==> config.mk <==
export PLATFORM = sky130hd
export DESIGN_NAME = sha256_msg_padder
export DESIGN_NICKNAME = d
export VERILOG_FILES = /design/src/rtl/sha256_msg_padder.sv
export SDC_FILE = /design/constraint.sdc
export NUM_CORES = 1
export LEC_CHECK = 0
export ABC_AREA = 1
export CAP_MARGIN = 20
export CORE_ASPECT_RATIO = 0.9
export CORE_MARGIN = 2
export CORE_UTILIZATION = 59
export CTS_CLUSTER_DIAMETER = 60
export DETAILED_ROUTE_END_ITERATION = 16
export HOLD_SLACK_MARGIN = 0.1
export MAX_ROUTING_LAYER = met4
export PLACE_DENSITY = 0.86
export SETUP_SLACK_MARGIN = 0.15
export SYNTH_ARGS = -nofsm -noshare
export SYNTH_HDL_FRONTEND = slang
export SYNTH_SLANG_ARGS = --single-unit
==> constraint.sdc <==
create_clock -name clk -period 2.1 [get_ports clk]
set_clock_uncertainty 0.15 [all_clocks]
set_input_delay 0.42 -clock clk [delete_from_list [all_inputs] [get_ports clk]]
set_output_delay 0.42 -clock clk [all_outputs]
set_load 0.01 [all_outputs]
run_1/closeup.png
The bar under the picture is 10 µm long. Region (38, 12) to (78, 52) µm. Cells in grey, sequential cells in the stronger grey; small squares are vias.
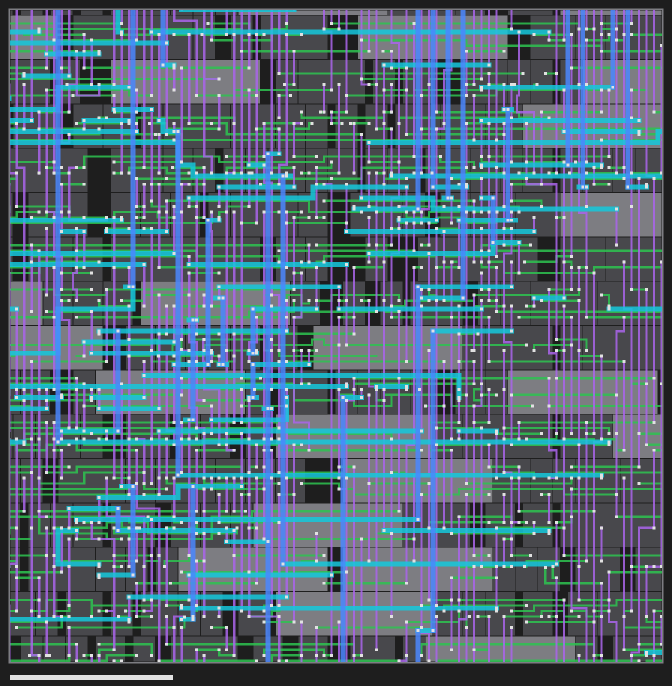
cyan -> M3
green -> M1
blue -> M4
purple -> M2
most frequent = nand2_1 (36), inv_1 (25), a21oi_1 (25)
cells with their middle in the window = 193
sequential cells in the window = 17

run_1/sizing.png
The bar under the picture is 20 µm long.
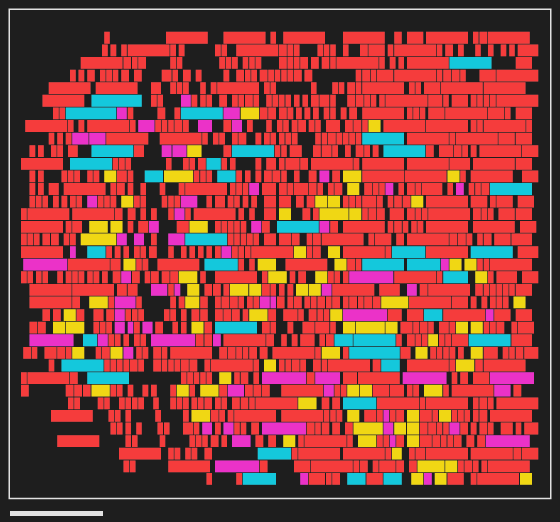
yellow -> x3 and x4  # cells 82, most used buf_4
cyan -> x6 and larger  # cells 37, most used clkbuf_16
magenta -> x2  # cells 66, most used nor2_2
red -> x1 and smaller  # cells 911, most used nand2_1
Area Growth Syn to Fin: 29.8%
final worst slack: -76.5 ps
Non-clock buffers: 113

run_1/m2.png
The bar under the picture is 20 µm long. Cells faint in the background.
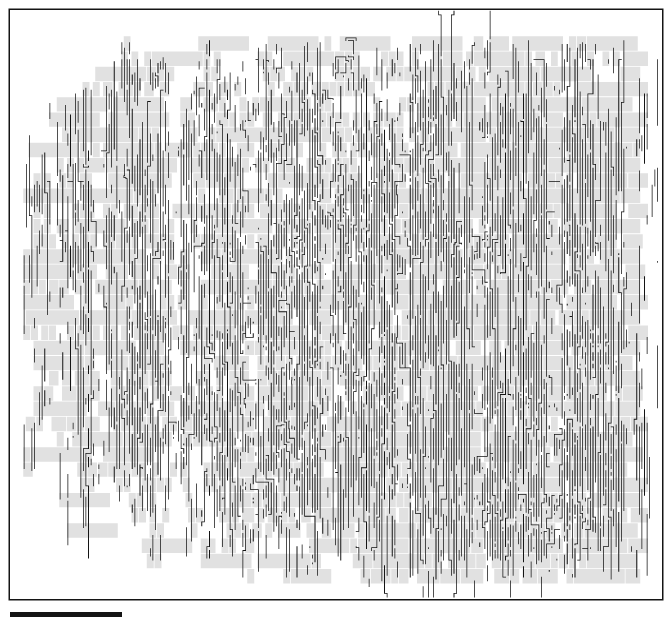
nets with wire on the layer = 937
wire length on this layer = 11,000 µm
WL final: 24.2 mm
met2 Usage GRT: 55.7%
routed vias: 7,657

run_1/m1.png
The bar under the picture is 20 µm long. Supply wires on this layer in grey. Cells faint in the background.
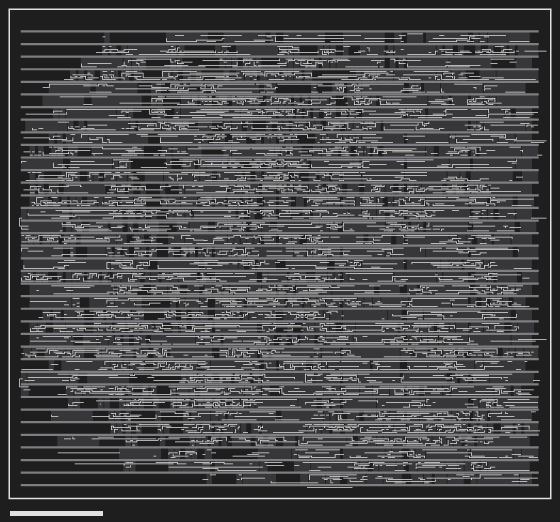
longest straight run = 27.1 µm
wire length on this layer = 8,870 µm
main direction = horizontal
routing usage on met1: 46.6%

==> flow_metrics.env <==
# source this file to load flow results
export IMPL_synthDistinctLibCells=41
export IMPL_combGateArea_mm2=0.00354
export IMPL_place_ws_ps=-172
export IMPL_top_usage_layer="met2"
export IMPL_p_seq_share_pct=41.7
export IMPL_crit_path_max_incr_delay_ps=430
export IMPL_lay_top_cells="257 x nand2_1, 143 x nor2_1, 115 x inv_1"
export IMPL_p_per_area_mw_per_mm2=605
export IMPL_grt_pass1_wl_mm=33.3
export IMPL_grt_pass1_vias=6609
export IMPL_crit_type="reg2reg"
export IMPL_worstRegToRegCells=10
export IMPL_dr_pass1_iters=7
export IMPL_cts_path_max_buffers=2
export IMPL_critPathMaxFanout=5
export IMPL_worstMarginPinSlew_ps=645
export IMPL_vias_per_cell=6.14
export IMPL_fill_cells=689
export IMPL_postSynthSeqShare_pct=42.5
export IMPL_core_area_mm2=0.0109
export IMPL_antenna_found_initial=0
export IMPL_grt_usage_pct=36.1
export IMPL_final_common_cell="nand2_1"
export IMPL_ys_cells=972
export IMPL_ys_warn_count=0
export IMPL_routabilityCongestion=1.02
export IMPL_reg2reg_slack_ps=-80
export IMPL_clk_latency_ps=430
export IMPL_first_iter_violations=1230
export IMPL_start_kind="flip-flop"
export IMPL_path_common_cell="nand2_1"
export IMPL_synth_net_count=987
export IMPL_drt_antenna_violating_nets=0
export IMPL_dpl_instance_area_mm2=0.00760
export IMPL_critPathBufInv=1
export IMPL_status="finished, violations left"
export IMPL_path_clk_slew_ps=60
export IMPL_post_route_cells_drive_above_1_share_pct=16.9
export IMPL_flop_cell="dfrtp_1"
export IMPL_grt_max_degree=57
export IMPL_largest_register_ff_count=61
export IMPL_grt_ovfl_total=0
export IMPL_cts_tree="yes"
export IMPL_switching_share_pct=22.3
export IMPL_chip_area_mm2=0.0123
export IMPL_cp_required_ps=2240
export IMPL_rows=36
export IMPL_crit_chain="ha_1 > nand2_1 > inv_1 > nand2_1 > nand2_1 > o21ai_0 > nor2_1 > nand4_1 > nand2_1 > nand2_1"
export IMPL_drv_cap=0
export IMPL_final_nets=1098
export IMPL_fin_area_mm2=0.00873
export IMPL_async_reset_ff_share_pct=100
export IMPL_min_period_over_period_pct=104
export IMPL_leakagePower_nw=4.51
export IMPL_dp_hpwl_mm=14.6
export IMPL_combPwrFrac_pct=1.7
export IMPL_clock_sinks=114
export IMPL_setup_viol=1
export IMPL_slowest_stage="dfrtp_2"
export IMPL_p_switching_w=0.00118
export IMPL_syn_avg_cell_area_um2=6.92
export IMPL_fp_dieW_um=117
export IMPL_grt_use_met3_pct=8.57
export IMPL_worst_slack_ps=-76.5
export IMPL_rsz0062_at_grt="yes"
export IMPL_max_slew_margin_rel_pct=57.0
export IMPL_ir_worst_vdd_mv=0.714
export IMPL_wire_per_inst_um=19.4
export IMPL_clockRootBuffer="clkbuf_16"
export IMPL_die_y_um=105
export IMPL_syn_instance_count=972
export IMPL_maxSlewViolCount=0
export IMPL_syn_area_mm2=0.00672
export IMPL_path_depth=10
export IMPL_p_int_w=0.00410
export IMPL_num_io_pins=51
export IMPL_synth_chip_area_mm2=0.00672
export IMPL_hold_violations=0
export IMPL_ys_flops=114
export IMPL_warnings=28
export IMPL_diodes=0
export IMPL_cts_buffers=17
export IMPL_regArea_mm2=0.00287
export IMPL_hold_depth=2
export IMPL_holdWs_ps=331
export IMPL_crit_arrival_ps=2310
export IMPL_htree_levels=4
export IMPL_io_buffers=50
export IMPL_drcViolationCount=0
export IMPL_max_clock_freq_mhz=459
export IMPL_endpoint_kind="flip-flop"
export IMPL_initCoreUtil_pct=61.4
export IMPL_period_minus_slack_ps=2180
export IMPL_violations="setup timing"
export IMPL_clkPwrFrac_pct=56.6
export IMPL_edf_count=0
export IMPL_critPathTopFamily="simple AND/OR/NAND/NOR gates"
export IMPL_hold_path_class="reg2reg"
-- run 1: final cells by class --
cell class	instances	share of cell area, %
timing repair buffer	113	12.2
clock inverter	13	1.84
clock buffer	19	4.96
multi-input combinational	712	40.5
tap	152	2.18
sequential	114	32.8
inverter	125	5.48
-- run 1: synth_stat cells, types with 2 or more instances --
cell type | count | area (µm²)
nand2_1 | 264 | 991
nor2_1 | 167 | 627
inv_1 | 118 | 443
dfrtp_1 | 113 | 2830
nand3_1 | 70 | 350
o21ai_0 | 70 | 350
a21oi_1 | 47 | 235
nand4_1 | 15 | 93.8
nor3_1 | 13 | 65.1
buf_2 | 8 | 40.0
o2111ai_1 | 8 | 70.1
clkbuf_1 | 7 | 26.3
nor2_2 | 7 | 43.8
inv_2 | 6 | 22.5
nand3_2 | 6 | 60.1
o211ai_1 | 5 | 37.5
a22oi_1 | 4 | 30.0
nand2_2 | 4 | 25.0
nor2_4 | 4 | 45.0
xor2_1 | 4 | 35.0
buf_6 | 3 | 33.8
and2_1 | 2 | 12.5
buf_1 | 2 | 7.51
buf_4 | 2 | 15.0
ha_1 | 2 | 25.0
nand3b_1 | 2 | 15.0
o21ai_1 | 2 | 10.0
o221ai_1 | 2 | 17.5
o22ai_1 | 2 | 12.5
o31ai_1 | 2 | 15.0
-- run 1: layer usage --
| metal | wire length (µm) | vias to the layer above |
|---|---|---|
| met5 | 0 | - |
| li1 | - | 3348 |
| met1 | 8870 | 3481 |
| met2 | 11000 | 645 |
| met3 | 2870 | 183 |
| met4 | 1470 | 0 |
-- run 1: tightest hold or removal path, cell delays in order, from the launching register on --
cell,delay [ps]
dfrtp_1,340
nand2_1,50
nand2_1,50
-- run 1: kinds of logic (layout without fill, tap and decap cells) --
group,count (synthesis),count (layout),share of synthesized area (%)
AND/OR/NAND/NOR,559,561,35.6
buffers and inverters,148,270,9.03
AND-OR/OR-AND,143,143,11.7
flip-flops,114,114,42.5
XOR/XNOR,5,5,0.651
adder cells (fa/ha/maj),2,2,0.372
multiplexers,1,1,0.167
-- run 1: power groups by stage --
| stage | clock [W] | combinational (W) | sequential, W |
|---|---|---|---|
| global route | 0.00308 | 0.000100 | 0.00220 |
| global placement | 0 | 0.0000881 | 0.00224 |
| CTS | 0.00295 | 0.0000905 | 0.00220 |
| detailed placement | 0 | 0.0000884 | 0.00224 |
| finish | 0.00299 | 0.0000900 | 0.00220 |
| floorplan | 0 | 0.00000165 | 0.00224 |
-- run 1: per-stage QoR --
stage / std cells / setup TNS (ps) / total power [W] / utilization (%)
finish: 1248 / -76.5 / 0.00528 / 79.7
CTS: 1223 / 0 / 0.00524 / 75.4
floorplan: 972 / 0 / 0.00224 / -
global route: 1248 / -412 / 0.00538 / 79.7
detailed placement: 1188 / -4590 / 0.00233 / 69.4
global placement: 1188 / -2900 / 0.00233 / 69.4
-- run 1: timing repair --
item / CTS / global route
gates cloned: 0 / 2
resized: 16 / 94
endpoints found under the hold margin: 34 / 0
setup buffers: 2 / 23
hold buffers: 1 / 0
pin swaps: 1 / 23
setup endpoints to repair: 22 / 100
No activity file was given, so power comes from the tool's default toggle rates.
